===== src/rtl/sha2_conduit_arbiter_if.sv =====
// rtl/sha2_conduit_arbiter_if.sv - requester-side and core-side conduit bundles for sha2_conduit_arbiter
interface sha2_conduit_req_if #(
  parameter int D_WIDTH = 32,
  parameter int N_REQ   = 2
);
  logic [N_REQ-1:0]             req_wr;
  logic [N_REQ-1:0]             req_rd;
  logic [N_REQ*12-1:0]          req_addr;
  logic [N_REQ*D_WIDTH-1:0]     req_wdata;
  logic [N_REQ*D_WIDTH/8-1:0]   req_wbe;
  logic [N_REQ-1:0]             req_wr_ack;
  logic [N_REQ-1:0]             req_read_valid;
  logic [N_REQ-1:0]             req_slv_error;
  logic [N_REQ*D_WIDTH-1:0]     req_rdata;
  logic [N_REQ-1:0]             req_ovf;

  modport master (
    output req_wr, req_rd, req_addr, req_wdata, req_wbe,
    input  req_wr_ack, req_read_valid, req_slv_error, req_rdata, req_ovf
  );
  modport slave (
    input  req_wr, req_rd, req_addr, req_wdata, req_wbe,
    output req_wr_ack, req_read_valid, req_slv_error, req_rdata, req_ovf
  );
endinterface

interface sha2_conduit_core_if #(
  parameter int D_WIDTH = 32
);
  logic                   core_wr;
  logic                   core_rd;
  logic [11:0]            core_addr;
  logic [D_WIDTH-1:0]     core_wdata;
  logic [D_WIDTH/8-1:0]   core_wbe;
  logic                   core_wr_ack;
  logic                   core_read_valid;
  logic                   core_slv_error;
  logic [D_WIDTH-1:0]     core_rdata;

  modport master (
    output core_wr, core_rd, core_addr, core_wdata, core_wbe,
    input  core_wr_ack, core_read_valid, core_slv_error, core_rdata
  );
  modport slave (
    input  core_wr, core_rd, core_addr, core_wdata, core_wbe,
    output core_wr_ack, core_read_valid, core_slv_error, core_rdata
  );
endinterface


===== src/rtl/sha2_conduit_arbiter.sv =====
// rtl/sha2_conduit_arbiter.sv - round-robin sharing of one SHA2 core conduit; optional watchdog via SHA2_ARB_TIMEOUT_EN
module sha2_conduit_arbiter #(
  parameter int D_WIDTH        = 32,
  parameter int N_REQ          = 2,
  parameter int TIMEOUT_CYCLES = 255
) (
  input  logic                 pclk,
  input  logic                 preset,
  sha2_conduit_req_if.slave    req,
  sha2_conduit_core_if.master  core
);
  localparam int BW = D_WIDTH / 8;
  localparam int IW = $clog2(N_REQ);

  if (N_REQ < 2 || N_REQ > 8 || TIMEOUT_CYCLES < 1) begin : g_param_check
    $error("sha2_conduit_arbiter: N_REQ must be 2..8 and TIMEOUT_CYCLES >= 1");
  end

  typedef enum logic [1:0] {S_IDLE, S_ISSUE, S_WAIT, S_DONE} state_t;

  state_t           state;
  logic [N_REQ-1:0] pend;
  logic [N_REQ-1:0] slot_wr;
  logic [11:0]      slot_addr  [N_REQ];
  logic [D_WIDTH-1:0] slot_wdata [N_REQ];
  logic [BW-1:0]    slot_wbe   [N_REQ];
  logic [IW-1:0]    last;
  logic [IW-1:0]    owner;
  logic [IW-1:0]    win;
  logic [IW-1:0]    cand;
  logic             win_vld;
  logic [N_REQ-1:0] grant;
  logic             any_cpl;

  assign any_cpl = core.core_slv_error | core.core_read_valid | core.core_wr_ack;

`ifdef SHA2_ARB_TIMEOUT_EN
  localparam int WD_RAW = $clog2(TIMEOUT_CYCLES + 1);
  localparam int WD_W   = (WD_RAW < 8) ? 8 : ((WD_RAW > 16) ? 16 : WD_RAW);
  // wd_cnt holds the number of cycles elapsed since the ISSUE cycle
  logic [WD_W-1:0] wd_cnt;
  logic            wd_expired;
  assign wd_expired = (wd_cnt >= WD_W'(TIMEOUT_CYCLES - 1));
`endif

  // Round-robin pick: first pending requester after the last winner, with wrap-around
  always_comb begin
    win     = '0;
    win_vld = 1'b0;
    cand    = '0;
    for (int k = N_REQ; k >= 1; k--) begin
      cand = IW'((int'(last) + k) % N_REQ);
      if (pend[cand]) begin
        win     = cand;
        win_vld = 1'b1;
      end
    end
  end

  // One-hot grant, only meaningful on the IDLE cycle that launches an access
  always_comb begin
    grant = '0;
    if (state == S_IDLE && win_vld) grant[win] = 1'b1;
  end

  // Capture request pulses into slots; a new pulse in the grant cycle re-arms the slot
  always_ff @(posedge pclk) begin
    if (preset) begin
      pend        <= '0;
      slot_wr     <= '0;
      req.req_ovf <= '0;
      for (int i = 0; i < N_REQ; i++) begin
        slot_addr[i]  <= '0;
        slot_wdata[i] <= '0;
        slot_wbe[i]   <= '0;
      end
    end else begin
      for (int i = 0; i < N_REQ; i++) begin
        if (req.req_wr[i] || req.req_rd[i]) begin
          if (!pend[i] || grant[i]) begin
            pend[i]       <= 1'b1;
            slot_wr[i]    <= req.req_wr[i];
            slot_addr[i]  <= req.req_addr[i*12 +: 12];
            slot_wdata[i] <= req.req_wdata[i*D_WIDTH +: D_WIDTH];
            slot_wbe[i]   <= req.req_wbe[i*BW +: BW];
          end else begin
            req.req_ovf[i] <= 1'b1;
          end
        end else if (grant[i]) begin
          pend[i] <= 1'b0;
        end
      end
    end
  end

  // Access sequencer: IDLE -> ISSUE -> WAIT -> DONE, all conduit outputs registered
  always_ff @(posedge pclk) begin
    if (preset) begin
      state              <= S_IDLE;
      last               <= IW'(N_REQ - 1);
      owner              <= '0;
      core.core_wr       <= 1'b0;
      core.core_rd       <= 1'b0;
      core.core_addr     <= '0;
      core.core_wdata    <= '0;
      core.core_wbe      <= '0;
      req.req_wr_ack     <= '0;
      req.req_read_valid <= '0;
      req.req_slv_error  <= '0;
      req.req_rdata      <= '0;
`ifdef SHA2_ARB_TIMEOUT_EN
      wd_cnt             <= '0;
`endif
    end else begin
      core.core_wr       <= 1'b0;
      core.core_rd       <= 1'b0;
      req.req_wr_ack     <= '0;
      req.req_read_valid <= '0;
      req.req_slv_error  <= '0;
      case (state)
        S_IDLE: begin
          if (win_vld) begin
            core.core_wr    <= slot_wr[win];
            core.core_rd    <= ~slot_wr[win];
            core.core_addr  <= slot_addr[win];
            core.core_wdata <= slot_wdata[win];
            core.core_wbe   <= slot_wbe[win];
            owner           <= win;
            last            <= win;
            state           <= S_ISSUE;
          end
        end
        S_ISSUE, S_WAIT: begin
          if (any_cpl) begin
            if (core.core_slv_error) begin
              req.req_slv_error[owner] <= 1'b1;
            end else if (core.core_read_valid) begin
              req.req_read_valid[owner] <= 1'b1;
              req.req_rdata[int'(owner)*D_WIDTH +: D_WIDTH] <= core.core_rdata;
            end else begin
              req.req_wr_ack[owner] <= 1'b1;
            end
            state <= S_DONE;
          end else if (state == S_ISSUE) begin
            state <= S_WAIT;
`ifdef SHA2_ARB_TIMEOUT_EN
          end else if (wd_expired) begin
            req.req_slv_error[owner] <= 1'b1;
            state <= S_DONE;
`endif
          end
`ifdef SHA2_ARB_TIMEOUT_EN
          if (state == S_ISSUE) wd_cnt <= WD_W'(1);
          else                  wd_cnt <= wd_cnt + WD_W'(1);
`endif
        end
        S_DONE:  state <= S_IDLE;
        default: state <= S_IDLE;
      endcase
    end
  end
endmodule


===== src/flat_wrapper.sv =====
// flat-port wrapper written by rule: the top's interface ports become plain ports
module sha2_conduit_arbiter_flat 
#(
  parameter int D_WIDTH        = 32,
  parameter int N_REQ          = 2,
  parameter int TIMEOUT_CYCLES = 255
)
  (pclk, preset, req_req_wr, req_req_rd, req_req_addr, req_req_wdata, req_req_wbe, req_req_wr_ack, req_req_read_valid, req_req_slv_error, req_req_rdata, req_req_ovf, core_core_wr, core_core_rd, core_core_addr, core_core_wdata, core_core_wbe, core_core_wr_ack, core_core_read_valid, core_core_slv_error, core_core_rdata);
  sha2_conduit_req_if #(.D_WIDTH(D_WIDTH), .N_REQ(N_REQ)) req_i ();
  sha2_conduit_core_if #(.D_WIDTH(D_WIDTH)) core_i ();
  input  logic pclk;
  input  logic preset;
  input wire logic [$bits(req_i.req_wr)-1:0] req_req_wr;
  input wire logic [$bits(req_i.req_rd)-1:0] req_req_rd;
  input wire logic [$bits(req_i.req_addr)-1:0] req_req_addr;
  input wire logic [$bits(req_i.req_wdata)-1:0] req_req_wdata;
  input wire logic [$bits(req_i.req_wbe)-1:0] req_req_wbe;
  output wire logic [$bits(req_i.req_wr_ack)-1:0] req_req_wr_ack;
  output wire logic [$bits(req_i.req_read_valid)-1:0] req_req_read_valid;
  output wire logic [$bits(req_i.req_slv_error)-1:0] req_req_slv_error;
  output wire logic [$bits(req_i.req_rdata)-1:0] req_req_rdata;
  output wire logic [$bits(req_i.req_ovf)-1:0] req_req_ovf;
  output wire logic [$bits(core_i.core_wr)-1:0] core_core_wr;
  output wire logic [$bits(core_i.core_rd)-1:0] core_core_rd;
  output wire logic [$bits(core_i.core_addr)-1:0] core_core_addr;
  output wire logic [$bits(core_i.core_wdata)-1:0] core_core_wdata;
  output wire logic [$bits(core_i.core_wbe)-1:0] core_core_wbe;
  input wire logic [$bits(core_i.core_wr_ack)-1:0] core_core_wr_ack;
  input wire logic [$bits(core_i.core_read_valid)-1:0] core_core_read_valid;
  input wire logic [$bits(core_i.core_slv_error)-1:0] core_core_slv_error;
  input wire logic [$bits(core_i.core_rdata)-1:0] core_core_rdata;
  assign req_i.req_wr = req_req_wr;
  assign req_i.req_rd = req_req_rd;
  assign req_i.req_addr = req_req_addr;
  assign req_i.req_wdata = req_req_wdata;
  assign req_i.req_wbe = req_req_wbe;
  assign req_req_wr_ack = req_i.req_wr_ack;
  assign req_req_read_valid = req_i.req_read_valid;
  assign req_req_slv_error = req_i.req_slv_error;
  assign req_req_rdata = req_i.req_rdata;
  assign req_req_ovf = req_i.req_ovf;
  assign core_core_wr = core_i.core_wr;
  assign core_core_rd = core_i.core_rd;
  assign core_core_addr = core_i.core_addr;
  assign core_core_wdata = core_i.core_wdata;
  assign core_core_wbe = core_i.core_wbe;
  assign core_i.core_wr_ack = core_core_wr_ack;
  assign core_i.core_read_valid = core_core_read_valid;
  assign core_i.core_slv_error = core_core_slv_error;
  assign core_i.core_rdata = core_core_rdata;
  sha2_conduit_arbiter #(.D_WIDTH(D_WIDTH), .N_REQ(N_REQ), .TIMEOUT_CYCLES(TIMEOUT_CYCLES)) u_core (.pclk(pclk), .preset(preset), .req(req_i), .core(core_i));
endmodule

===== config.mk =====
export PLATFORM = sky130hd
export DESIGN_NAME = sha2_conduit_arbiter_flat
export DESIGN_NICKNAME = d
export VERILOG_FILES = /design/src/rtl/sha2_conduit_arbiter_if.sv /design/src/rtl/sha2_conduit_arbiter.sv /design/src/flat_wrapper.sv
export SDC_FILE = /design/constraint.sdc
export NUM_CORES = 1
export LEC_CHECK = 0
export CAP_MARGIN = 20
export CORE_MARGIN = 3
export CORE_UTILIZATION = 40
export DETAILED_ROUTE_END_ITERATION = 16
export PLACE_DENSITY = 0.71
export SLEW_MARGIN = 5
export SYNTH_ARGS = -nofsm -noshare
export SYNTH_HDL_FRONTEND = slang
export SYNTH_SLANG_ARGS = --single-unit

===== constraint.sdc =====
create_clock -name pclk -period 5 [get_ports pclk]
set_input_delay 1.5 -clock pclk [delete_from_list [all_inputs] [get_ports pclk]]
set_output_delay 1.5 -clock pclk [all_outputs]
set_load 0.02 [all_outputs]

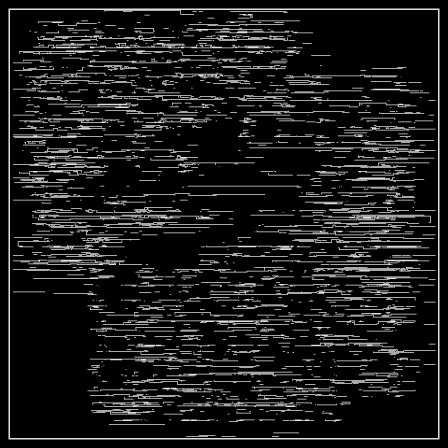
Fig. 1. Met1 routing (run 1).
1060 nets have wire on it. The layer holds 42% of the routed length.

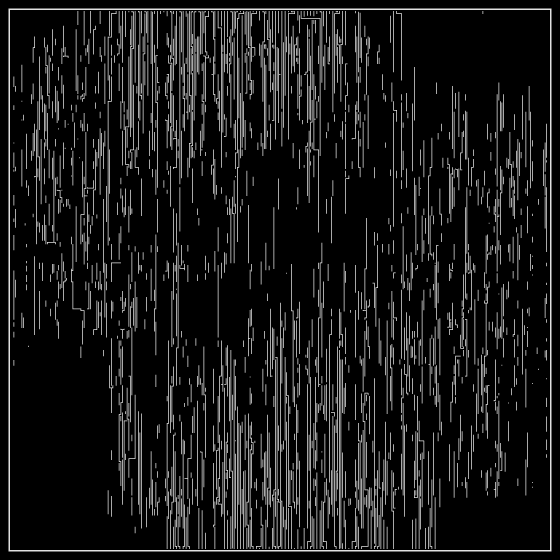
Fig. 2. M2 wires (run 1).
The layer carries 11400 um of wire. The longest straight run is 57.3 um.
GR Util met2: 31.6%
WL final: 23200 um
via count: 6609

==> run summary, run 1 <==
status - complete, no violations
post-DP HPWL - 15200 um
DRC - 0
Worst-Margin Slew - 0.982 ns
Power Total - 6.05 mW
Max Clock Freq - 321 MHz
hold buffers post-CTS - 0
antenna cells - 0
Pwr per Cell Area - 483 mW/mm2
fin. max-slew vios - 0
Layout Cells excl Fill - 1325
wire per inst - 17.5 um
crit path kind - in -> reg
Commonest Layout Cell - clkdlybuf4s50_1
antenna violations before repair - 0
post-DR vias/cell - 4.99
min Tclk post-route - 3.12 ns
root buffer cell - clkbuf_16
PortBufs - 258
remaining global-route overflow - 0
first-pass GRT wire length - 35900 um
Rows - 54
clk latency late pin - 0.50 ns
Syn Inst Count - 796
I/O pin total - 259
Nets - 1167
post-synthesis average cell area - 11.3 um2
Post-Syn Nets - 936
Rel. slew slack - 34.5%
Worst Skew - 0.00978 ns
Critical Path Start Type - primary input
Worst setup EP type - flop
# setup viols final - 0
Post-synth ARST share - 0%
first-pass detailed-route iteration total - 5
count of tool warnings - 30
worst-path maximum fanout - 39
post-cts sizing count - 0
flip-flops with a built-in enable - 96
Data required, critical path - 5.22 ns
crit share post-route - 62.3%
Max-cap violations - 0
RSZ-0062 raised after global routing - false
CP arrival - 3.33 ns
pin count of the biggest net entering global routing - 112
TritonCTS clock tree - done
Post-CTS Setup Bufs - 0
distinct cell type count after synthesis - 32
final hold violation count - 0
#FFs+latches synth - 226
CTS sink cnt - 226
Pre-Place Util - 40.9%
vias in the first global route - 6640
clock-pin slew on the worst setup and hold paths - 0.06 ns
Ys Warns - 0
P_leak - 4.40 nW
Syn-to-layout area delta - 39.6%
Core Area - 0.0220 mm2
Cell Area, Synth - 0.00897 mm2
die y size - 156 um
GP Congestion - 0.775
CTS H-Tree Depth - 1
Clock Tree Buf Depth - 3
Post-synth seq share - 61.1%
number of cells in Yosys stat - 796
Die X - 156 um
Worst Hold Class - reg -> reg
CTS buffer count - 25
Post-Route Setup TNS - 0 ns
drt first-iter violations - 388
share of layout cells above drive strength 1 - 9.86%
Final ANT Viol Nets - 0
Inst Count DP - 1280
ys flop type - dfxtp_1
Top Layout Cells - 257 x clkdlybuf4s50_1, 131 x nand2_1, 130 x dfxtp_1
total track usage - 18.4%
YS chip area - 0.00897 mm2
Die Size - 0.0243 mm2
VDD IR-drop max - 0.321 mV
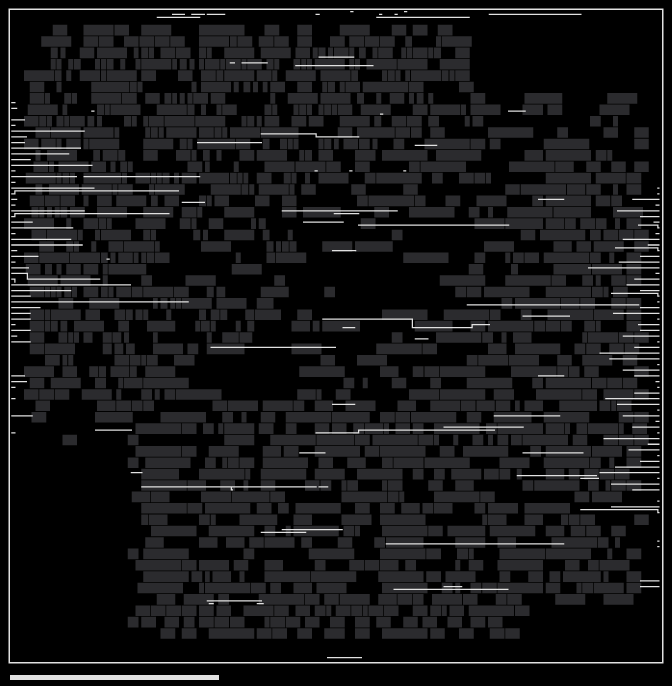
Fig. 3. Met3 routing (run 1).
Scale bar: 50 um. Cells faint in the background.
138 nets have wire on it. The wires run mostly horizontal. The layer holds 6.4% of the routed length. The layer carries 1490 um of wire.

-- run 1: through the flow --
stage	area, um2	hold WS, ns	utilization, %	setup slack, ns
after floorplan	8970	0.449	-	0.734
after global placement	11700	0.438	53.4	1.36
after detailed placement	11700	0.447	53.4	1.34
after CTS	12500	0.454	57.0	1.87
after global routing	12500	0.469	57.0	1.76
final	12500	0.453	57.0	1.88
-- run 1: state kept, by name, indices dropped and copies added, names as in the netlist, 4 cells and up --
name,cells
u_core.slot_wbe,8
u_core.req.req_rdata,64
u_core.core.core_wbe,4
u_core.slot_wdata,64
u_core.core.core_wdata,32
u_core.core.core_addr,12
u_core.slot_addr,24
-- run 1: worst max-delay path, stage by stage --
cell,delay [ns]
clkdlybuf4s50_1,0.42
nor2_1,0.38
o22a_4,0.57
buf_4,0.35
nor3b_1,0.08
-- run 1: cells in the mapped netlist, types with 2 or more instances --
cell type	n	area [um2]
a211oi_1	49	368
a21oi_1	71	355
buf_4	3	22.5
nor3b_2	41	513
nor3_1	3	15.0
buf_2	13	65.1
o21bai_1	2	15.0
buf_6	6	67.6
nor3b_1	56	420
nand2_1	131	492
nand2b_1	6	37.5
buf_1	2	7.51
ha_1	3	37.5
nor2b_1	2	12.5
o21ai_0	4	20.0
mux2i_1	50	500
edfxtp_1	96	2880
dfxtp_1	130	2600
inv_1	7	26.3
a21boi_2	2	22.5
nor2_1	67	251
nand3_1	2	10.0
clkbuf_1	41	154
-- run 1: kinds of logic after synthesis --
family / share of synthesized area (%)
and+or+nand+nor: 19.8
muxes: 5.58
adders and majority gates: 0.418
AOI/OAI and AO/OA: 9.02
buffers and inverters: 3.99
DFF: 61.1
-- run 1: where the power goes --
| part | leakage, nW | switching [mW] | internal, mW | total [mW] |
|---|---|---|---|---|
| clock | 0.396 | 0.715 | 1.06 | 1.77 |
| combinational | 1.89 | 1.01 | 0.766 | 1.78 |
| sequential | 2.12 | 0.154 | 2.34 | 2.50 |
-- run 1: cell type report --
cell class / instances / area, um2
clock buffer: 34 / 721
clock inverter: 11 / 78.8
multi-input combinational: 497 / 3170
fill: 1819 / 9430
timing repair buffer: 270 / 2690
tap: 280 / 350
sequential: 226 / 5490
inverter: 7 / 26.3
-- run 1: final timing paths --
| check | cells after the start | end | startpoint | slack, ns |
|---|---|---|---|---|
| setup / recovery | 5 | u_core.slot_wdata[0][19] | req_req_wr[1] | 1.88 |
| hold / removal | 2 | u_core.req.req_rdata[63] | u_core.req.req_rdata[63] | 0.45 |
| hold reg to reg | 2 | u_core.req.req_rdata[63] | u_core.req.req_rdata[63] | 0.45 |
| setup reg to reg | 6 | u_core.slot_wdata[0][19] | u_core.state[0] | 2.51 |
-- run 1: metal layers --
metal | vias to the layer above | routed length (um) | track usage (%)
met2 | 208 | 11400 | 31.6
met5 | - | 0 | 0
met3 | 39 | 1490 | 4.13
li1 | 3257 | - | -
met4 | 0 | 566 | 5.30
met1 | 3105 | 9830 | 23.4
==> run 2, diff against run 1 <==
Clock period 5 ns to 3.1 ns, I/O delays scaled along.
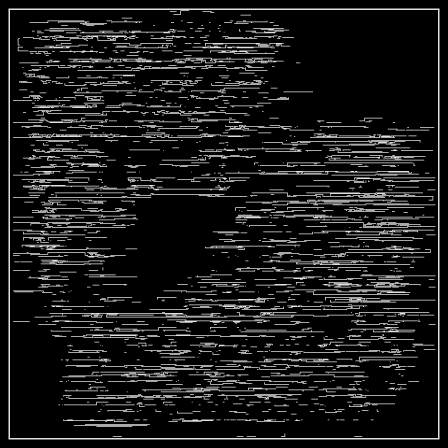
Fig. 4. Met1 routing (run 2).
1077 nets have wire on it. The layer holds 42% of the routed length. The wires run mostly horizontal. The layer carries 9760 um of wire. The longest straight run is 48.3 um.

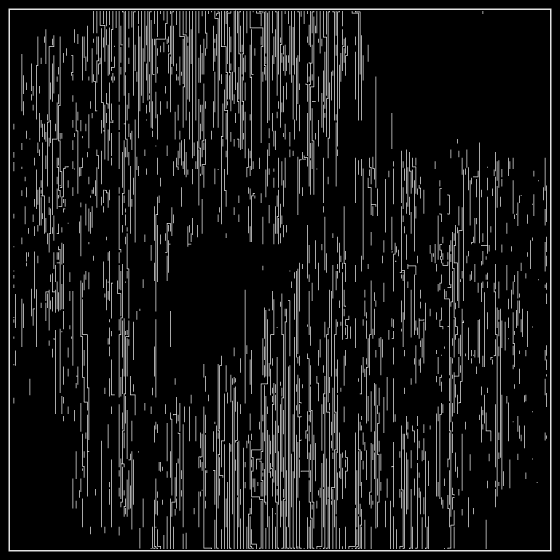
Fig. 5. M2 wires (run 2).
The layer holds 48% of the routed length. 969 nets have wire on it. The layer carries 11100 um of wire.

==> run summary, run 2 <==
# setup viols final - 0 (unchanged)
distinct cell type count after synthesis - 32 (unchanged)
CTS buffer count - 25 (unchanged)
largest registers - u_core.req.req_rdata: 64 flops, u_core.slot_wdata: 64 flops, u_core.core.core_wdata: 32 flops
vias in the first global route - 6620 (-0.30%)
Buf/Inv on CP - 1 (-1)
Worst setup EP type - primary output
total track usage - 18.4% (-0.023 points)
Worst Hold Class - reg -> reg
post-DP HPWL - 15200 um (about the same)
Clock Tree Buf Depth - 3 (unchanged)
first-pass detailed-route iteration total - 4 (-1)
most frequent cells after synthesis - 131 x nand2_1, 130 x dfxtp_1, 96 x edfxtp_1, 71 x a21oi_1, 67 x nor2_1
status - complete, no violations
critical path's largest stage delay - 0.67 ns (+0.10 ns)
remaining global-route overflow - 0 (unchanged)
flip-flops with a built-in enable - 96 (unchanged)
Syn-to-layout area delta - 41.2%
Rows - 54 (unchanged)
Final WS setup - 0.656 ns (-1.23 ns)
crit share post-route - 78.8%
clock-pin slew on the worst setup and hold paths - 0.06 ns (about the same)
worst hold stages - 2 (unchanged)
DRC - 0 (unchanged)
share of layout cells above drive strength 1 - 10.5% (+0.61 points)
fin. max-slew vios - 0 (unchanged)
count of tool warnings - 28 (-6.7%)
final hold violation count - 0 (unchanged)
ys flop type - dfxtp_1
PortBufs - 258 (unchanged)
first-pass GRT wire length - 35800 um (-0.14%)
number of cells in Yosys stat - 796 (unchanged)
#FFs+latches synth - 226 (unchanged)
VDD IR-drop max - 0.475 mV (+48%)
Max-area cell share - 32.1% (unchanged)
Post-Syn Nets - 936 (unchanged)
Synth area leader - edfxtp_1
I/O pin total - 259 (unchanged)
Pre-Place Util - 40.9% (unchanged)
Commonest Layout Cell - clkdlybuf4s50_1
via count - 6646 (+0.56%)
P_leak - 4.46 nW (+1.2%)
Top Layout Cells - 257 x clkdlybuf4s50_1, 131 x nand2_1, 130 x dfxtp_1
min Tclk post-route - 2.44 ns
top-count cell post-synth - nand2_1
hold buffers post-CTS - 0 (unchanged)
Cell Area, Synth - 0.00897 mm2 (unchanged)
crit path kind - reg -> out
TritonCTS clock tree - done
antenna violations before repair - 4 (+4)
clk latency late pin - 0.52 ns (+0.02 ns)
GP Congestion - 0.758 (-2.2%)
drt first-iter violations - 292 (-25%)
largest delay contributor family on the critical path - buffers and inverters
crit path cell chain - clkdlybuf4s50_1
post-cts sizing count - 0 (unchanged)
Post-CTS Setup Bufs - 0 (unchanged)
worst-path maximum fanout - 2 (-95%)
Core Area - 0.0220 mm2 (unchanged)
Nets - 1172 (+0.43%)
Worst-Margin Slew - 0.957 ns (-0.0250 ns)
## run 2: cell counts after synthesis
No cell type changed its count.
## run 2: final timing paths
kind / startpoint / to / slack [ns]
setup reg to reg: u_core.state[0] / u_core.core.core_wdata[31] / 0.99
hold reg to reg: u_core.req.req_ovf[0] / u_core.req.req_ovf[0] / 0.45
setup / recovery: u_core.core.core_wdata[0] / core_core_wdata[0] / 0.66
hold / removal: u_core.req.req_ovf[0] / u_core.req.req_ovf[0] / 0.45
## run 2: per-stage QoR
stage          hold WS, ns  total power, mW  cell area [um2]  instances
3_3_place_gp         0.440             6.99            11800       1285
5_1_grt              0.471             10.4            12700       1335
6_report             0.446             9.92            12700       1335
2_1_floorplan        0.449             5.79             8980        796
3_5_place_dp         0.441             7.05            11800       1285
4_1_cts              0.450             10.0            12700       1331
## run 2: power breakdown
group / switching (mW) / internal (mW) / leakage [nW]
registers: 0.253 / 3.78 / 2.12
clock network: 1.20 / 1.75 / 0.403
logic: 1.64 / 1.30 / 1.93
## run 2: cells by family (layout without fill, tap and decap cells)
family                     count (synthesis)  in the layout  synth area share, %
and+or+nand+nor                          312            312                 19.8
DFF                                      226            226                 61.1
other                                      0              4                    0
adders and majority gates                  3              3                0.418
muxes                                     50             50                 5.58
AOI/OAI and AO/OA                        132            132                 9.02
buffers and inverters                     73            328                 3.99
## run 2: worst register-to-register path, cell delays in order, from the launching register on
cell and delay (ns):
dfxtp_1 0.31, inv_1 0.10, ha_1 0.37, nor2b_4 0.63
buf_12 0.30, nor2_1 0.10, a211oi_1 0.22
## run 2: area by class of cell
class	count	area, um2	area share, %
timing repair buffer	275	2790	22.0
clock buffer	28	679	5.36
clock inverter	18	153	1.21
multi-input combinational	497	3170	25.1
antenna	4	10.0	0.0790
inverter	7	26.3	0.207
tap	280	350	2.77
sequential	226	5490	43.3
## run 2: per-layer routing
metal / vias to the layer above / track usage, % / share of wire (%)
met4: 0 / 8.24 / 3.6
met5: - / 0 / 0
met1: 3125 / 23.9 / 42
li1: 3277 / - / -
met3: 55 / 3.80 / 5.6
met2: 189 / 29.8 / 48
No activity file was given, so power comes from the tool's default toggle rates.
